[src/rtl/cpu_ctrl_pkg.sv]
// cpu_ctrl_pkg: state codes, opcodes and datapath select encodings shared by the sequencer.
package cpu_ctrl_pkg;
    typedef enum logic [3:0] {
        HALT, FETCH, DECODE, IND_RD, IND_WB, EXEC, EXEC2, INT_SAVE
    } state_t;

    localparam logic [2:0] OP_AND = 3'd0;
    localparam logic [2:0] OP_TAD = 3'd1;
    localparam logic [2:0] OP_ISZ = 3'd2;
    localparam logic [2:0] OP_DCA = 3'd3;
    localparam logic [2:0] OP_JMS = 3'd4;
    localparam logic [2:0] OP_JMP = 3'd5;
    localparam logic [2:0] OP_IOT = 3'd6;
    localparam logic [2:0] OP_OPR = 3'd7;

    typedef enum logic [2:0] {ac_none, ac_and_md, ac_add_md, ac_zero, ac_iot, ac_uc} ac_sel_t;
    typedef enum logic [2:0] {pc_none, pc_incr, pc_ma, pc_ma1, pc_one} pc_sel_t;
    typedef enum logic [1:0] {skip_none, skip_iot, skip_uc, skip_md_clear} skip_sel_t;
    typedef enum logic [2:0] {addr_none, addr_pc, addr_ea, addr_ma, addr_zero} addr_sel_t;
    typedef enum logic [2:0] {data_none, data_ac, data_pc1, data_md, data_pc} data_sel_t;
    typedef enum logic {iot_none, iot_en} iot_sel_t;
    typedef enum logic {ir_none, ir_data} ir_sel_t;
    typedef enum logic [1:0] {ma_none, ma_ea, ma_data, ma_data1} ma_sel_t;
    typedef enum logic [1:0] {md_none, md_data, md_data1} md_sel_t;

    function automatic logic is_operate(input logic [2:0] op);
        return op == OP_OPR || op == OP_IOT;
    endfunction
endpackage

[src/rtl/mem_wait_timer.sv]
// mem_wait_timer: counts stalled memory cycles and flags when the limit is reached.
module mem_wait_timer #(
    parameter int MEM_TIMEOUT = 15
) (
    input  logic clk,
    input  logic reset,
    input  logic busy,
    input  logic mem_valid,
    input  logic state_chg,
    output logic timeout
);
    localparam int W = MEM_TIMEOUT > 0 ? $clog2(MEM_TIMEOUT + 1) : 1;

    logic [W-1:0] cnt;

    always_ff @(posedge clk or posedge reset) begin
        if (reset) cnt <= '0;
        else if (mem_valid || state_chg) cnt <= '0;
        else if (busy && cnt != '1) cnt <= cnt + 1'b1;
    end

    // a completion arriving in the limit cycle still wins
    assign timeout = (MEM_TIMEOUT != 0) && !mem_valid && cnt == W'(MEM_TIMEOUT);
endmodule

[src/rtl/cpu_sequencer.sv]
// cpu_sequencer: PDP-8 style major-state sequencer driving datapath selects and memory strobes.
module cpu_sequencer
    import cpu_ctrl_pkg::*;
#(
    parameter int MEM_TIMEOUT  = 15,
    parameter int AUTOINDEX_EN = 1,
    parameter int INT_EN       = 1
) (
    input  logic       clk,
    input  logic       reset,
    input  logic       run,
    input  logic       halt_req,
    input  logic       step,
    input  logic [2:0] opcode,
    input  logic       indirect,
    input  logic       autoindex,
    input  logic       int_req,
    input  logic       int_on,
    input  logic       mem_valid,
    output ac_sel_t    sel_ac,
    output pc_sel_t    sel_pc,
    output skip_sel_t  sel_skip,
    output addr_sel_t  sel_addr,
    output data_sel_t  sel_data,
    output iot_sel_t   sel_iot,
    output ir_sel_t    sel_ir,
    output ma_sel_t    sel_ma,
    output md_sel_t    sel_md,
    output logic       mem_read,
    output logic       mem_write,
    output logic       halted,
    output logic       int_ack,
    output logic       bus_error,
    output logic [3:0] state_o
);
    state_t state, state_nxt;
    logic   step_latch, eoi, timeout;

    mem_wait_timer #(.MEM_TIMEOUT(MEM_TIMEOUT)) u_timer (
        .clk      (clk),
        .reset    (reset),
        .busy     (mem_read | mem_write),
        .mem_valid(mem_valid),
        .state_chg(state_nxt != state),
        .timeout  (timeout)
    );

    always_ff @(posedge clk or posedge reset) begin
        if (reset) begin
            state      <= HALT;
            bus_error  <= 1'b0;
            step_latch <= 1'b0;
        end else begin
            state <= state_nxt;
            if (timeout) bus_error <= 1'b1;
            else if (state == HALT && run) bus_error <= 1'b0;
            if (state == HALT && step) step_latch <= 1'b1;
            else if (state_nxt == HALT) step_latch <= 1'b0;
        end
    end

    always_comb begin
        state_nxt = state;
        sel_ac    = ac_none;
        sel_pc    = pc_none;
        sel_skip  = skip_none;
        sel_addr  = addr_none;
        sel_data  = data_none;
        sel_iot   = iot_none;
        sel_ir    = ir_none;
        sel_ma    = ma_none;
        sel_md    = md_none;
        mem_read  = 1'b0;
        mem_write = 1'b0;
        int_ack   = 1'b0;
        eoi       = 1'b0;
        case (state)
            HALT: if (run || step) state_nxt = FETCH;
            FETCH: begin
                sel_addr = addr_pc;
                sel_ir   = ir_data;
                mem_read = 1'b1;
                if (mem_valid) state_nxt = DECODE;
            end
            DECODE: begin
                if (!is_operate(opcode) && !indirect) sel_ma = ma_ea;
                state_nxt = (!is_operate(opcode) && indirect) ? IND_RD : EXEC;
            end
            IND_RD: begin
                sel_addr = addr_ea;
                mem_read = 1'b1;
                sel_ma   = ma_data;
                if (mem_valid) state_nxt = EXEC;
                // auto-index: the incremented pointer becomes EA and is written back
                if (mem_valid && autoindex && AUTOINDEX_EN != 0) begin
                    sel_md    = md_data1;
                    sel_ma    = ma_data1;
                    state_nxt = IND_WB;
                end
            end
            IND_WB: begin
                sel_addr  = addr_ea;
                sel_data  = data_md;
                mem_write = 1'b1;
                if (mem_valid) state_nxt = EXEC;
            end
            EXEC: begin
                case (opcode)
                    OP_AND, OP_TAD, OP_ISZ: begin
                        sel_addr = addr_ma;
                        mem_read = 1'b1;
                        sel_md   = opcode == OP_ISZ ? md_data1 : md_data;
                    end
                    OP_DCA, OP_JMS: begin
                        sel_addr  = addr_ma;
                        sel_data  = opcode == OP_JMS ? data_pc1 : data_ac;
                        mem_write = 1'b1;
                    end
                    OP_JMP: begin
                        sel_pc = pc_ma;
                        eoi    = 1'b1;
                    end
                    default: begin
                        sel_ac   = opcode == OP_IOT ? ac_iot : ac_uc;
                        sel_pc   = pc_incr;
                        sel_skip = opcode == OP_IOT ? skip_iot : skip_uc;
                        sel_iot  = opcode == OP_IOT ? iot_en : iot_none;
                        eoi      = 1'b1;
                    end
                endcase
                if ((mem_read || mem_write) && mem_valid) state_nxt = EXEC2;
            end
            EXEC2: begin
                if (opcode == OP_ISZ) begin
                    sel_addr  = addr_ma;
                    sel_data  = data_md;
                    mem_write = 1'b1;
                    sel_pc    = mem_valid ? pc_incr : pc_none;
                    sel_skip  = mem_valid ? skip_md_clear : skip_none;
                    eoi       = mem_valid;
                end else begin
                    sel_pc = opcode == OP_JMS ? pc_ma1 : pc_incr;
                    sel_ac = opcode == OP_AND ? ac_and_md : opcode == OP_TAD ? ac_add_md :
                             opcode == OP_DCA ? ac_zero : ac_none;
                    eoi    = 1'b1;
                end
            end
            INT_SAVE: begin
                sel_addr  = addr_zero;
                sel_data  = data_pc;
                mem_write = 1'b1;
                if (mem_valid) begin
                    sel_pc    = pc_one;
                    int_ack   = 1'b1;
                    state_nxt = FETCH;
                end
            end
            default: state_nxt = HALT;
        endcase
        if (eoi) state_nxt = (halt_req || step_latch) ? HALT :
                             (INT_EN != 0 && int_req && int_on) ? INT_SAVE : FETCH;
        // a timed-out access abandons the instruction without touching the datapath
        if (timeout) begin
            state_nxt = HALT;
            sel_ac    = ac_none;
            sel_pc    = pc_none;
            sel_skip  = skip_none;
            sel_addr  = addr_none;
            sel_data  = data_none;
            sel_iot   = iot_none;
            sel_ir    = ir_none;
            sel_ma    = ma_none;
            sel_md    = md_none;
        end
    end

    assign halted  = state == HALT;
    assign state_o = state;
endmodule

[config.mk]
export PLATFORM = sky130hd
export DESIGN_NAME = cpu_sequencer
export DESIGN_NICKNAME = d
export VERILOG_FILES = /design/src/rtl/cpu_ctrl_pkg.sv /design/src/rtl/mem_wait_timer.sv /design/src/rtl/cpu_sequencer.sv
export SDC_FILE = /design/constraint.sdc
export NUM_CORES = 1
export LEC_CHECK = 0
export ABC_AREA = 0
export ABC_CLOCK_PERIOD_IN_PS = 3100
export CORE_ASPECT_RATIO = 0.7
export CORE_MARGIN = 2
export CORE_UTILIZATION = 30
export CTS_CLUSTER_DIAMETER = 40
export DETAILED_ROUTE_END_ITERATION = 8
export RECOVER_POWER = 50
export SYNTH_ARGS = -nofsm -noshare
export SYNTH_HDL_FRONTEND = slang
export SYNTH_SLANG_ARGS = --single-unit
[constraint.sdc]
create_clock -name clk -period 3.1 [get_ports clk]
set_clock_uncertainty 0.1 [all_clocks]
set_input_delay 0.62 -clock clk [delete_from_list [all_inputs] [get_ports clk]]
set_output_delay 0.62 -clock clk [all_outputs]
set_load 0.02 [all_outputs]
### Congestion heat map, run 1

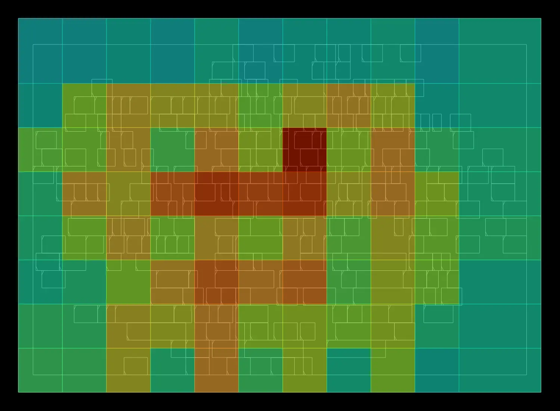
busiest layer in global routing: met1
total routing resource utilization after global routing: 0.1793
routed wire length per instance: 14.51 um
Final Util: 0.4862
GR met2 Demand/Resource: 0.2416

### Signal wires by layer, run 1

Two of the layers only.
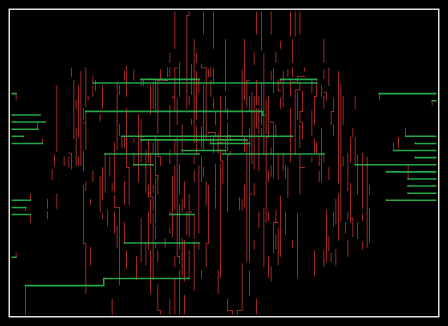
Key: red = met2 [wire length 1630 um]; green = met3 [wire length 375 um]

### Clock distribution, run 1

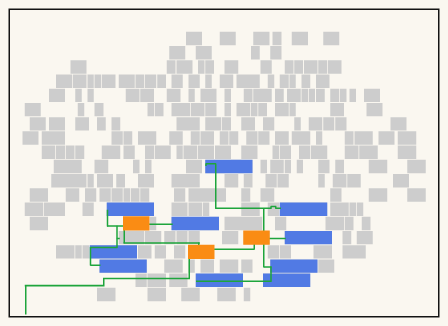
Key: orange = cells driving clock nets [count 3]; green = clock wires [length 165 um]; blue = flip-flops [count 10]
There are 4 routed clock nets. Position of the flops: bottom center.

### Placement by cell class, run 1

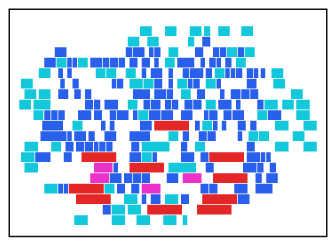
Key: magenta = clock drivers and dummy loads [cells 4, share of their area 2.9%]; red = flops [cells 10, share of their area 13%]; cyan = other buffers and delay cells [cells 72, share of their area 34%]; blue = all other logic [cells 150, share of their area 50%]
Rows: 19
area of the core: 3994 um^2

==> out/notes.md, run 1 <==
### Logic synthesis
* **#FFs+latches synth** 10
* **number of flops mapped to enable cells by yosys** 0
* **post-synthesis cell type with the largest combined area** sky130_fd_sc_hd__dfrtp_1
* **number of nets in the synthesized netlist** 191
* **xor+xnor area frac** 0.02065
* **total cells reported by yosys after synthesis** 177
* **chip area line of the yosys report** 1272 um^2
* **most instantiated cells after synthesis** sky130_fd_sc_hd__a21oi_1, sky130_fd_sc_hd__nor2_1, sky130_fd_sc_hd__nand2_1, sky130_fd_sc_hd__dfrtp_1, sky130_fd_sc_hd__nor4_1
* **Gate Count Post-Synth** 177
* **average instance area after synthesis** 7.189 um^2
* **most used standard cell by instance count after synthesis** sky130_fd_sc_hd__a21oi_1
* **Synthesis Warnings** 0

### Clocking
* **TritonCTS clock tree** done
* **latest clock arrival within the worst-skew pair** 0.24 ns
* **clock root buffer** sky130_fd_sc_hd__clkbuf_8
* **Inserted Clock Buffers** 3

### Critical path
* **launching element type of the critical path** input port
* **delay of the slowest cell on the worst path** 0.49 ns
* **delay-heaviest family, CP** buffers and inverters
* **worst path required time** 2.38 ns
* **critical path fanouts, max** 5

### Drt
* **violation tally from detailed-route iteration zero** 108
* **drt pass-1 iters** 4
* **wl on met1** 2.173 mm
* **WL met3** 374 um
* **Via Count** 1499

### Final timing
* **RSZ-0062 raised after global routing** no
* **final worst setup slack** 0.07150 ns
* **setup TNS** 0 ns
* **max-slew violation count** 0
* **Max Clock Freq** 0.3302 GHz

### Power
* **power share of the combinational group** 0.577
* **Internal Dissipation** 0.0004692 W

### Floorplan
* **die x size** 81.84 um
* **DIE AREA** 4787 um^2
* **vertical die size** 58.49 um

### Global routing
* **met3 capacity usage during global routing** 0.05061
* **pin count of the biggest net entering global routing** 24

### Cells and area
* **most common cell after layout, fill and taps aside** sky130_fd_sc_hd__buf_4
* **post-route cell area** 1942 um^2
* **most frequent cells in the layout** sky130_fd_sc_hd__buf_4, sky130_fd_sc_hd__a21oi_1, sky130_fd_sc_hd__nor2_1
* **fraction of final layout cells sized beyond drive strength 1** 0.2203

### Hold path
* **hold crit path type** register to register

### Job
* **maximum capacitance violations** 0

### Outcome
* **run status** complete, no violations

-- run 1: power by group through the flow --
stage	combinational (W)	clock (W)	sequential, W
6_report	0.000454	0.000162	0.000170
2_1_floorplan	0.000261	0	0.000172
3_5_place_dp	0.000461	0	0.000172
5_1_grt	0.000490	0.000172	0.000175
4_1_cts	0.000458	0.000166	0.000170
3_3_place_gp	0.000460	0	0.000172
-- run 1: sequential cells by signal, summed over array words and instances (netlist names) --
register and flops:
u_timer.cnt 4, bus_error 1, state_o 4, step_latch 1
-- run 1: final timing paths --
path / to / from / cells past startpoint / slack [ns]
max: sel_addr[2] / mem_valid / 6 / 0.07
min: bus_error / bus_error / 1 / 0.37
max reg2reg: u_timer.cnt[3] / state_o[0] / 8 / 0.51
min reg2reg: bus_error / bus_error / 1 / 0.37
max in group asynchronous: state_o[1] / reset / 2 / 1.91
min in group asynchronous: state_o[0] / reset / 2 / 0.70
-- run 1: logic make-up (layout without fill, tap and decap cells) --
| kind of cell | Yosys count | after routing |
|---|---|---|
| simple gates | 87 | 87 |
| compound gates | 48 | 48 |
| buf+inv | 23 | 82 |
| flops | 10 | 10 |
| mux | 4 | 4 |
| xor+xnor | 3 | 3 |
| fa+ha+maj | 1 | 1 |
| other cells | 1 | 1 |
-- run 1: area by class of cell --
| cell class | count | area [um^2] | share of cell area |
|---|---|---|---|
| clock buffer | 4 | 55.05 | 0.02835 |
| inverter | 6 | 22.52 | 0.01160 |
| multi-input combinational | 144 | 915.9 | 0.4716 |
| sequential | 10 | 250.2 | 0.1289 |
| tap | 52 | 65.06 | 0.03351 |
| timing repair buffer | 72 | 633.1 | 0.3260 |
### Pin placement, run 1

Pins as bars across the die edge, other pins in gray.
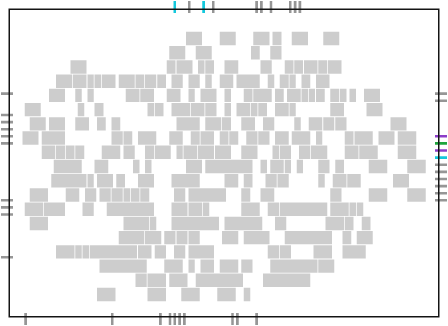

==> run 2: changes to the inputs <==
--- a/config.mk
+++ b/config.mk
@@ -8,11 +8,12 @@
 export ABC_AREA = 0
 export ABC_CLOCK_PERIOD_IN_PS = 3100
 export CORE_ASPECT_RATIO = 0.7
-export CORE_MARGIN = 2
+export CORE_MARGIN = 1.5
 export CORE_UTILIZATION = 30
 export CTS_CLUSTER_DIAMETER = 40
 export DETAILED_ROUTE_END_ITERATION = 8
 export RECOVER_POWER = 50
 export SYNTH_ARGS = -nofsm -noshare
 export SYNTH_HDL_FRONTEND = slang
+export SYNTH_HIERARCHICAL = 1
 export SYNTH_SLANG_ARGS = --single-unit
### Pin placement, run 2

Pins as bars across the die edge, other pins in gray.
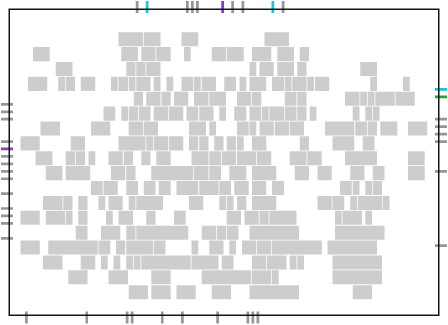
Key: cyan = sel_pc [pins 3, direction output, edge 2 top, 1 right]; purple = sel_md [pins 2, direction output, edge 1 top, 1 left]; green = int_ack [pins 1, direction output, edge right]
All pins by edge: 14 left, 10 bottom, 10 top, 8 right.

==> out/notes.md, run 2 <==
### Cells and area
* **Final Util** 0.5302
* **post-route cell area** 1934 um^2
* **Storage cell area** 250.2 um^2
* **fraction of final layout cells sized beyond drive strength 1** 0.2143
* **multi-input combinational cell area** 873.3 um^2

### Logic synthesis
* **number of nets in the synthesized netlist** 184
* **most used standard cell by instance count after synthesis** sky130_fd_sc_hd__nor2_1
* **chip area line of the yosys report** 1189 um^2
* **total cells reported by yosys after synthesis** 170
* **Gate Count Post-Synth** 170
* **xor+xnor area frac** 0.007368

### Critical path
* **launching instance or port of the critical path** u_timer/cnt[0]
* **worst reg2reg path endpoint** u_timer/cnt[2]
* **reg-to-reg startpoint** u_timer/cnt[0]
* **Worst path depth** 7
* **delay-heaviest family, CP** buffers and inverters
* **launching element type of the critical path** register
* **worst reg-to-reg path cell count** 13
* **worst path required time** 2.38 ns
* **delay of the slowest cell on the worst path** 0.61 ns

### Hold path
* **hold depth** 1
* **hold wc startpoint** bus_error

### Floorplan
* **area of the core** 3649 um^2
* **Rows** 18

### Drt
* **drt pass-1 iters** 4
* **violation tally from detailed-route iteration zero** 110
* **routed wire length per instance** 14.75 um
* **Via Count** 1551

### Clocking
* **clock root buffer** sky130_fd_sc_hd__clkbuf_8

### Final timing
* **Max Clock Freq** 0.3349 GHz

### Outcome
* **run status** complete, no violations

-- run 2: netlist changes by cell type after synthesis, moves of 4 or more --
cell	delta
sky130_fd_sc_hd__clkbuf_1	+5
sky130_fd_sc_hd__buf_2	-5
sky130_fd_sc_hd__nor2_1	+9
sky130_fd_sc_hd__a31oi_1	+5
sky130_fd_sc_hd__nor4_1	-4
sky130_fd_sc_hd__a21oi_1	-9
-- run 2: metal layers --
layer	global-route usage	part of all wire	up-vias
met5	0	0	-
met2	0.3056	0.44	59
met4	0.02296	0	0
met1	0.3017	0.49	735
met3	0.04098	0.066	0
li1	-	-	757
-- run 2: worst register-to-register path, delay by kind of cell (launching register included) --
kind / cells / cell delay (ns)
AOI/OAI and AO/OA: 4 / 0.72
buffers and inverters: 4 / 0.62
and+or+nand+nor: 4 / 0.60
DFF: 1 / 0.41
adders and majority gates: 1 / 0.25
-- run 2: timing repair --
action,in CTS,in global routing
buffers inserted,3,0
gates resized,19,5
setup endpoints to repair,19,14
gates cloned,0,0
pin swaps,5,2
-- run 2: where the power goes --
group	leakage [nW]	internal [W]	switching, W
combinational	0.780	0.000230	0.000274
clock	0.0288	0.000112	0.0000531
sequential	0.134	0.000149	0.0000213
-- run 2: cell type report --
cell class	count	area share
Sequential cell	10	0.1294
Inverter	4	0.007762
Clock buffer	4	0.02846
Timing Repair Buffer	78	0.3506
Tap cell	50	0.03234
Multi-Input combinational cell	142	0.4515
-- run 2: cell families (layout without fill, tap and decap cells) --
logic type               count (synthesis)  in the layout
AND/OR/NAND/NOR                         91             91
AND-OR/OR-AND                           45             45
buffers and inverters                   18             86
flip-flops                              10             10
multiplexers                             3              3
adder cells (fa/ha/maj)                  1              1
other                                    1              1
XOR/XNOR                                 1              1
### Congestion heat map, run 2

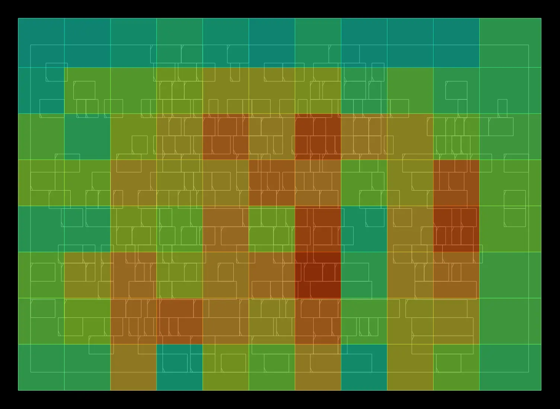

==> run 3: changes to the inputs <==
--- a/config.mk
+++ b/config.mk
@@ -15,5 +15,4 @@
 export RECOVER_POWER = 50
 export SYNTH_ARGS = -nofsm -noshare
 export SYNTH_HDL_FRONTEND = slang
-export SYNTH_HIERARCHICAL = 1
 export SYNTH_SLANG_ARGS = --single-unit
### Congestion heat map, run 3

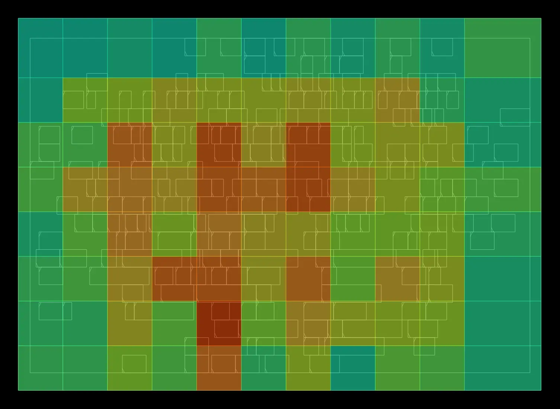
Final Util: 0.4912
routed wire length per instance: 14.32 um

==> out/notes.md, run 3 <==
### Outcome
* **run status** complete, no violations

### Global routing
* **pin count of the biggest net entering global routing** 17
* **total routing resource utilization after global routing** 0.1961

### Power
* **P_sw** 0.0003241 W
* **Switching Fraction** 0.4115
* **power share of the combinational group** 0.572
* **Clock power frac** 0.208
* **Combinational Power** 0.000450 W
* **power in the clock group** 0.000164 W
* **sequential share of power** 0.220
* **Internal Dissipation** 0.0004634 W

### Final timing
* **RSZ-0062 raised after global routing** no
* **max-slew violation count** 0

### Cells and area
* **number of multi-input combinational cells in the layout** 144
* **fraction of final layout cells sized beyond drive strength 1** 0.2292
* **area share of buffers outside the clock network** 0.3323
* **multi-input combinational cell area** 917.1 um^2
* **most common cell after layout, fill and taps aside** sky130_fd_sc_hd__buf_4
* **final-layout clock-cell area share** 0.02806
* **post-route cell area** 1962 um^2
* **multi-input gate share of total cell area** 0.4675

### Clocking
* **Inserted Clock Buffers** 3
* **clock root buffer** sky130_fd_sc_hd__clkbuf_8
* **TritonCTS clock tree** done
* **number of gates resized after CTS** 18
* **latest clock arrival within the worst-skew pair** 0.24 ns

### Floorplan
* **die x size** 80.84 um
* **vertical die size** 57.49 um
* **area of the core** 3994 um^2
* **Rows** 19
* **tapcell count** 52

### Logic synthesis
* **post-synthesis cell type with the largest combined area** sky130_fd_sc_hd__dfrtp_1
* **chip area line of the yosys report** 1272 um^2
* **Gate Count Post-Synth** 177
* **average instance area after synthesis** 7.189 um^2
* **most used standard cell by instance count after synthesis** sky130_fd_sc_hd__a21oi_1
* **number of flops mapped to enable cells by yosys** 0
* **#FFs+latches synth** 10
* **number of nets in the synthesized netlist** 191
* **Synthesis Warnings** 0

### Hold path
* **hold depth** 1
* **hold wc startpoint** bus_error

### Critical path
* **launching instance or port of the critical path** opcode[1]
* **delay of the slowest cell on the worst path** 0.62 ns
* **launching element type of the critical path** input port
* **critical path fanouts, max** 9
* **worst reg-to-reg path cell count** 8

### Drt
* **Via Count** 1521

-- run 3: cell count changes after synthesis, moves of 3 or more --
cell,before,now
sky130_fd_sc_hd__a21oi_1,10,19
sky130_fd_sc_hd__nor2_1,26,17
sky130_fd_sc_hd__a31oi_1,5,0
sky130_fd_sc_hd__buf_2,0,5
sky130_fd_sc_hd__clkbuf_1,13,8
sky130_fd_sc_hd__nor4_1,5,9
sky130_fd_sc_hd__buf_4,0,3
sky130_fd_sc_hd__nand2_1,17,14
sky130_fd_sc_hd__nand3_1,8,5
sky130_fd_sc_hd__nor3b_1,4,1
sky130_fd_sc_hd__o211ai_1,3,0
sky130_fd_sc_hd__or3_1,1,4
-- run 3: final timing paths --
| check | slack [ns] | end |
|---|---|---|
| max in group asynchronous | 1.93 | state_o[2] |
| setup / recovery | 0.08 | sel_ma[0] |
| hold reg to reg | 0.37 | bus_error |
| min in group asynchronous | 0.70 | bus_error |
| hold / removal | 0.37 | bus_error |
| setup reg to reg | 0.42 | u_timer.cnt[3] |
-- run 3: metal layers --
| metal | share of wire | global-route usage | vias up |
|---|---|---|---|
| li1 | - | - | 772 |
| met1 | 0.53 | 0.3285 | 689 |
| met2 | 0.39 | 0.2524 | 58 |
| met3 | 0.073 | 0.04320 | 2 |
| met4 | 0.0029 | 0.02217 | 0 |
| met5 | 0 | 0 | - |
-- run 3: metrics by stage --
| step | setup TNS [ns] | std cells | hold WS, ns |
|---|---|---|---|
| 2_1_floorplan | 0 | 177 | 0.3602 |
| 3_3_place_gp | -2.230 | 287 | 0.3707 |
| 3_5_place_dp | -2.206 | 287 | 0.3667 |
| 4_1_cts | 0 | 291 | 0.3777 |
| 5_1_grt | 0 | 292 | 0.3992 |
| 6_report | 0 | 292 | 0.3674 |
Power and IR drop assume default switching activity.
